**src/rtl/uart_transceiver_if.sv**
```systemverilog
// Byte-side and serial-side signals of the UART transceiver.
// The slave modport is the transceiver; the master modport is whoever drives it.
interface uart_transceiver_if;
    logic       rx;
    logic [7:0] data_out;
    logic       done;
    logic [7:0] data_in;
    logic       start;
    logic       busy;
    logic       tx;

    modport master (output rx, data_in, start, input data_out, done, busy, tx);
    modport slave  (input rx, data_in, start, output data_out, done, busy, tx);
endinterface

```
**src/rtl/uart_transceiver.sv**
```systemverilog
// Full-duplex 8N1 UART: independent receiver and transmitter sharing clock, reset and baud.
// Each bit lasts CLK_FREQ/BAUD_RATE clocks; that ratio must be at least 4.
module uart_transceiver #(
    parameter int CLK_FREQ  = 50_000_000,
    parameter int BAUD_RATE = 115200
) (
    input  logic              clk,
    input  logic              reset_n,
    uart_transceiver_if.slave bus
);
    localparam int CPB   = CLK_FREQ / BAUD_RATE;
    localparam int CNT_W = $clog2(CPB);
    localparam logic [CNT_W-1:0] BIT_END  = CNT_W'(CPB - 1);
    localparam logic [CNT_W-1:0] HALF_BIT = CNT_W'(CPB / 2 - 1);
    localparam logic [CNT_W-1:0] CNT_ONE  = CNT_W'(1);

    typedef enum logic [1:0] {IDLE, START, DATA, STOP} state_t;

    logic             rx_meta;
    logic             rx_sync;
    logic             rx_prev;
    state_t           rx_state, rx_state_next;
    logic [CNT_W-1:0] rx_cnt, rx_cnt_next;
    logic [2:0]       rx_idx, rx_idx_next;
    logic [7:0]       rx_shift, rx_shift_next;
    logic [7:0]       rx_data, rx_data_next;
    logic             rx_done, rx_done_next;

    state_t           tx_state, tx_state_next;
    logic [CNT_W-1:0] tx_cnt, tx_cnt_next;
    logic [2:0]       tx_idx, tx_idx_next;
    logic [7:0]       tx_data, tx_data_next;
    logic             tx_line, tx_line_next;
    logic             tx_busy, tx_busy_next;

    assign bus.data_out = rx_data;
    assign bus.done     = rx_done;
    assign bus.tx       = tx_line;
    assign bus.busy     = tx_busy;

    // rx_prev lags the synchronized line by one cycle so IDLE can spot a high-to-low edge.
    always_ff @(posedge clk or negedge reset_n) begin
        if (!reset_n) begin
            rx_meta <= 1'b1;
            rx_sync <= 1'b1;
            rx_prev <= 1'b1;
        end else begin
            rx_meta <= bus.rx;
            rx_sync <= rx_meta;
            rx_prev <= rx_sync;
        end
    end

    always_ff @(posedge clk or negedge reset_n) begin
        if (!reset_n) begin
            rx_state <= IDLE;
            rx_cnt   <= '0;
            rx_idx   <= '0;
            rx_shift <= '0;
            rx_data  <= '0;
            rx_done  <= 1'b0;
        end else begin
            rx_state <= rx_state_next;
            rx_cnt   <= rx_cnt_next;
            rx_idx   <= rx_idx_next;
            rx_shift <= rx_shift_next;
            rx_data  <= rx_data_next;
            rx_done  <= rx_done_next;
        end
    end

    // Samples are shifted in from the top, so after eight bits the first one sits in bit 0.
    always_comb begin
        rx_state_next = rx_state;
        rx_cnt_next   = rx_cnt + CNT_ONE;
        rx_idx_next   = rx_idx;
        rx_shift_next = rx_shift;
        rx_data_next  = rx_data;
        rx_done_next  = 1'b0;
        unique case (rx_state)
            IDLE: begin
                rx_cnt_next = '0;
                if (rx_prev && !rx_sync) begin
                    rx_state_next = START;
                end
            end
            START: begin
                if (rx_cnt == HALF_BIT) begin
                    rx_cnt_next   = '0;
                    rx_idx_next   = '0;
                    rx_state_next = rx_sync ? IDLE : DATA;
                end
            end
            DATA: begin
                if (rx_cnt == BIT_END) begin
                    rx_cnt_next   = '0;
                    rx_shift_next = {rx_sync, rx_shift[7:1]};
                    rx_idx_next   = rx_idx + 3'd1;
                    if (rx_idx == 3'd7) begin
                        rx_state_next = STOP;
                    end
                end
            end
            STOP: begin
                if (rx_cnt == BIT_END) begin
                    rx_cnt_next   = '0;
                    rx_state_next = IDLE;
                    if (rx_sync) begin
                        rx_data_next = rx_shift;
                        rx_done_next = 1'b1;
                    end
                end
            end
            default: rx_state_next = IDLE;
        endcase
    end

    always_ff @(posedge clk or negedge reset_n) begin
        if (!reset_n) begin
            tx_state <= IDLE;
            tx_cnt   <= '0;
            tx_idx   <= '0;
            tx_data  <= '0;
            tx_line  <= 1'b1;
            tx_busy  <= 1'b0;
        end else begin
            tx_state <= tx_state_next;
            tx_cnt   <= tx_cnt_next;
            tx_idx   <= tx_idx_next;
            tx_data  <= tx_data_next;
            tx_line  <= tx_line_next;
            tx_busy  <= tx_busy_next;
        end
    end

    // tx and busy are decoded from the next state and registered, so the pin never glitches.
    always_comb begin
        tx_state_next = tx_state;
        tx_cnt_next   = tx_cnt + CNT_ONE;
        tx_idx_next   = tx_idx;
        tx_data_next  = tx_data;
        tx_line_next  = 1'b1;
        unique case (tx_state)
            IDLE: begin
                tx_cnt_next = '0;
                tx_idx_next = '0;
                if (bus.start) begin
                    tx_data_next  = bus.data_in;
                    tx_state_next = START;
                end
            end
            START: begin
                if (tx_cnt == BIT_END) begin
                    tx_cnt_next   = '0;
                    tx_state_next = DATA;
                end
            end
            DATA: begin
                if (tx_cnt == BIT_END) begin
                    tx_cnt_next = '0;
                    tx_idx_next = tx_idx + 3'd1;
                    if (tx_idx == 3'd7) begin
                        tx_state_next = STOP;
                    end
                end
            end
            STOP: begin
                if (tx_cnt == BIT_END) begin
                    tx_cnt_next   = '0;
                    tx_state_next = IDLE;
                end
            end
            default: tx_state_next = IDLE;
        endcase
        case (tx_state_next)
            START:   tx_line_next = 1'b0;
            DATA:    tx_line_next = tx_data_next[tx_idx_next];
            default: tx_line_next = 1'b1;
        endcase
        tx_busy_next = (tx_state_next != IDLE);
    end
endmodule

```
**src/flat_wrapper.sv**
```systemverilog
// flat-port wrapper written by rule: the top's interface ports become plain ports
module uart_transceiver_flat 
#(
    parameter int CLK_FREQ  = 50_000_000,
    parameter int BAUD_RATE = 115200
)
  (clk, reset_n, bus_rx, bus_data_in, bus_start, bus_data_out, bus_done, bus_busy, bus_tx);
  uart_transceiver_if bus_i ();
  input  logic clk;
  input  logic reset_n;
  input wire logic [$bits(bus_i.rx)-1:0] bus_rx;
  input wire logic [$bits(bus_i.data_in)-1:0] bus_data_in;
  input wire logic [$bits(bus_i.start)-1:0] bus_start;
  output wire logic [$bits(bus_i.data_out)-1:0] bus_data_out;
  output wire logic [$bits(bus_i.done)-1:0] bus_done;
  output wire logic [$bits(bus_i.busy)-1:0] bus_busy;
  output wire logic [$bits(bus_i.tx)-1:0] bus_tx;
  assign bus_i.rx = bus_rx;
  assign bus_i.data_in = bus_data_in;
  assign bus_i.start = bus_start;
  assign bus_data_out = bus_i.data_out;
  assign bus_done = bus_i.done;
  assign bus_busy = bus_i.busy;
  assign bus_tx = bus_i.tx;
  uart_transceiver #(.CLK_FREQ(CLK_FREQ), .BAUD_RATE(BAUD_RATE)) u_core (.clk(clk), .reset_n(reset_n), .bus(bus_i));
endmodule
```
**config.mk**
```make
export PLATFORM = sky130hd
export DESIGN_NAME = uart_transceiver_flat
export DESIGN_NICKNAME = d
export VERILOG_FILES = /design/src/rtl/uart_transceiver_if.sv /design/src/rtl/uart_transceiver.sv /design/src/flat_wrapper.sv
export SDC_FILE = /design/constraint.sdc
export NUM_CORES = 1
export LEC_CHECK = 0
export ABC_AREA = 1
export CORE_MARGIN = 1
export CORE_UTILIZATION = 52
export CTS_CLUSTER_DIAMETER = 30
export DETAILED_ROUTE_END_ITERATION = 6
export PLACE_DENSITY = 0.87
export SLEW_MARGIN = 25
export SYNTH_ARGS = -nofsm -noshare
export SYNTH_HDL_FRONTEND = slang
export SYNTH_SLANG_ARGS = --single-unit
export TNS_END_PERCENT = 30
```
**constraint.sdc**
```tcl
create_clock -name clk -period 1.4 [get_ports clk]
set_input_delay 0.35 -clock clk [delete_from_list [all_inputs] [get_ports clk]]
set_output_delay 0.35 -clock clk [all_outputs]
set_load 0.03 [all_outputs]
```
Fig. 1: wiring by layer
Bar = 20 um.
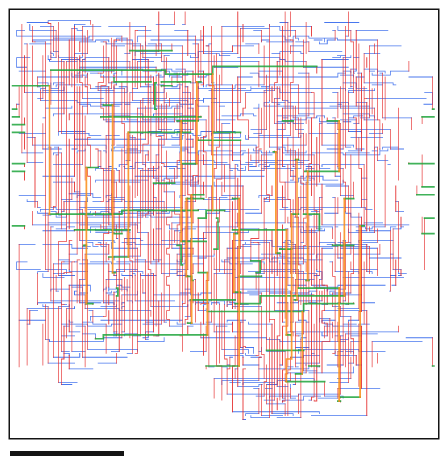
Orange shows M4, wire length 439 um. Blue shows M1, wire length 3000 um. Green shows M3, wire length 394 um. Red shows M2, wire length 4390 um.
aggregate global-route resource usage: 27.26%
drt wl/cell: 17.68 um
final WL: 8.219 mm
routed vias: 2548

Fig. 2: pin map
Pins as bars across the die edge, other pins in grey.
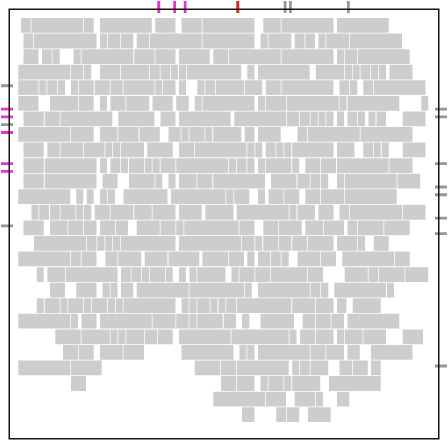
Magenta shows bus_data_in, pins 8, direction input, edge 5 left, 3 top. Red shows bus_tx, pins 1, direction output, edge top.
All pins by edge: 8 right, 8 left, 7 top.

Fig. 3: cell outlines without signal wires
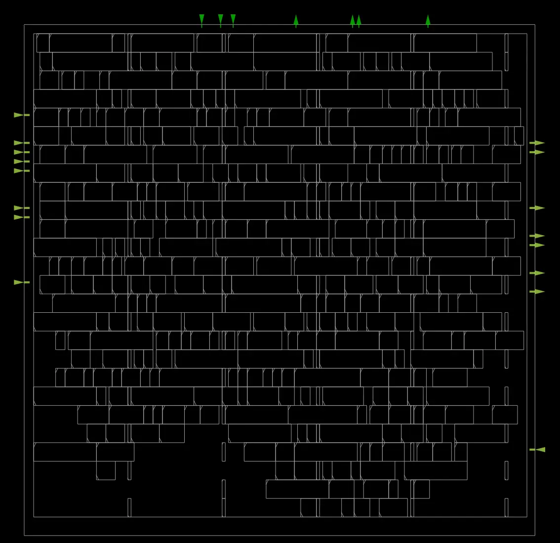
flop count: 58
num rows: 26

Fig. 4: clock wires, drivers and flops
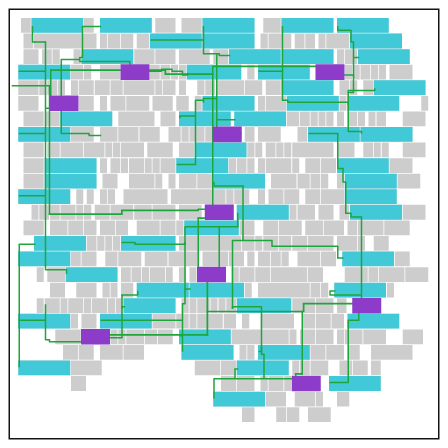
Cyan shows flip-flops, count 58. Green shows clock wires, length 779 um. Purple shows clock-net drivers, count 9.
There are 10 routed clock nets.
Clock Skew: 0.01062 ns
Clock Power: 1780 uW
Clk pwr share: 36.5%
clk latency late pin: 0.35 ns

==> flow_metrics.env <==
# source this file to load flow results
export IMPL_logic_gate_count=202
export IMPL_async_reset_ff_share_pct=100.0
export IMPL_path_max_fanout=4
export IMPL_nWellTaps=70
export IMPL_buffers=83
export IMPL_cp_arrival_ns=2.05
export IMPL_synthDistinctLibCells=33
export IMPL_drv_slew=0
export IMPL_edf_count=0
export IMPL_grt_pass1_vias=2458
export IMPL_worstReg2RegStart="u_core.rx_cnt[1]"
export IMPL_relSlewSlack_pct=78.86
export IMPL_fmax_ghz=0.5546
export IMPL_n_all_inverters=36
export IMPL_cap_violations=0
export IMPL_p_leak_uw=0.001961
export IMPL_sh_seq_area_pct=35.92
export IMPL_first_iter_violations=180
export IMPL_peakVddDrop_uv=1046
export IMPL_crit_path_end_kind="flop"
export IMPL_seq_area_um2=1458
export IMPL_place_congestion=0.8201
export IMPL_clock_sinks=58
export IMPL_yosysCellCount=299
export IMPL_rsz0062_at_grt="yes"
export IMPL_final_setup_viol_count=41
export IMPL_nonClkBufAreaFrac_pct=18.56
export IMPL_seq_power_share_pct=37.3
export IMPL_via_per_inst=5.480
export IMPL_die_height_um=74.78
export IMPL_final_cell_mix="53 x dfrtp_1, 52 x buf_4, 51 x nand2_1"
export IMPL_status="finished with violations"
export IMPL_fin_ws_ns=-0.4032
export IMPL_finalSetupTns_ns=-9.309
export IMPL_fp_util_pct=53.92
export IMPL_violations="negative setup slack"
## registers in the layout, summed over array words and instances, names as in the netlist, named ones only
signal and cells:
u_core.rx_sync 1, u_core.tx_state 2, u_core.bus.busy 1, u_core.rx_idx 3
u_core.rx_shift 8, u_core.rx_meta 1, u_core.rx_state 1, u_core.tx_cnt 9
u_core.bus.tx 1, u_core.rx_prev 1, u_core.rx_cnt 9, u_core.tx_data 8
u_core.bus.done 1, u_core.tx_idx 3, u_core.bus.data_out 8
## worst max-delay path, cell delays in order, from the launching register on
cell and delay [ns]:
dfrtp_1 0.40, inv_2 0.09, ha_4 0.14, nand2_4 0.05, nor3_4 0.15, nand2_2 0.13
nand2_2 0.13, nand2_2 0.07, a21oi_2 0.14, or2_4 0.16, buf_6 0.11, buf_16 0.10
nor2_1 0.03
## through the flow
stage / hold slack, ns / util [%]
6_report: 0.3596 / 79.45
5_1_grt: 0.3651 / 79.45
4_1_cts: 0.3593 / 76.31
3_5_place_dp: 0.3493 / 67.71
3_3_place_gp: 0.3458 / 67.71
2_1_floorplan: 0.05441 / -
## timing repair
action	4_1_cts	5_1_grt
pin swaps	3	15
hold endpoints to repair	4	0
buffers inserted	2	7
hold buffers	1	0
gates cloned	1	0
resized	72	46
setup endpoints to repair	54	47
## cell families after synthesis
family,share of synthesized area (%)
AND/OR/NAND/NOR,25.76
flip-flops,52.89
AND-OR/OR-AND,6.088
XOR/XNOR,2.226
adder cells (fa/ha/maj),5.907
buffers and inverters,5.497
multiplexers,1.636
## layer usage
layer	vias up	GRT usage, %
li1	1155	-
met1	1238	28.45
met2	106	50.25
met3	49	8.434
met4	0	11.95
met5	-	0
Power figures rest on the tool's default switching activity, not on a simulated workload.
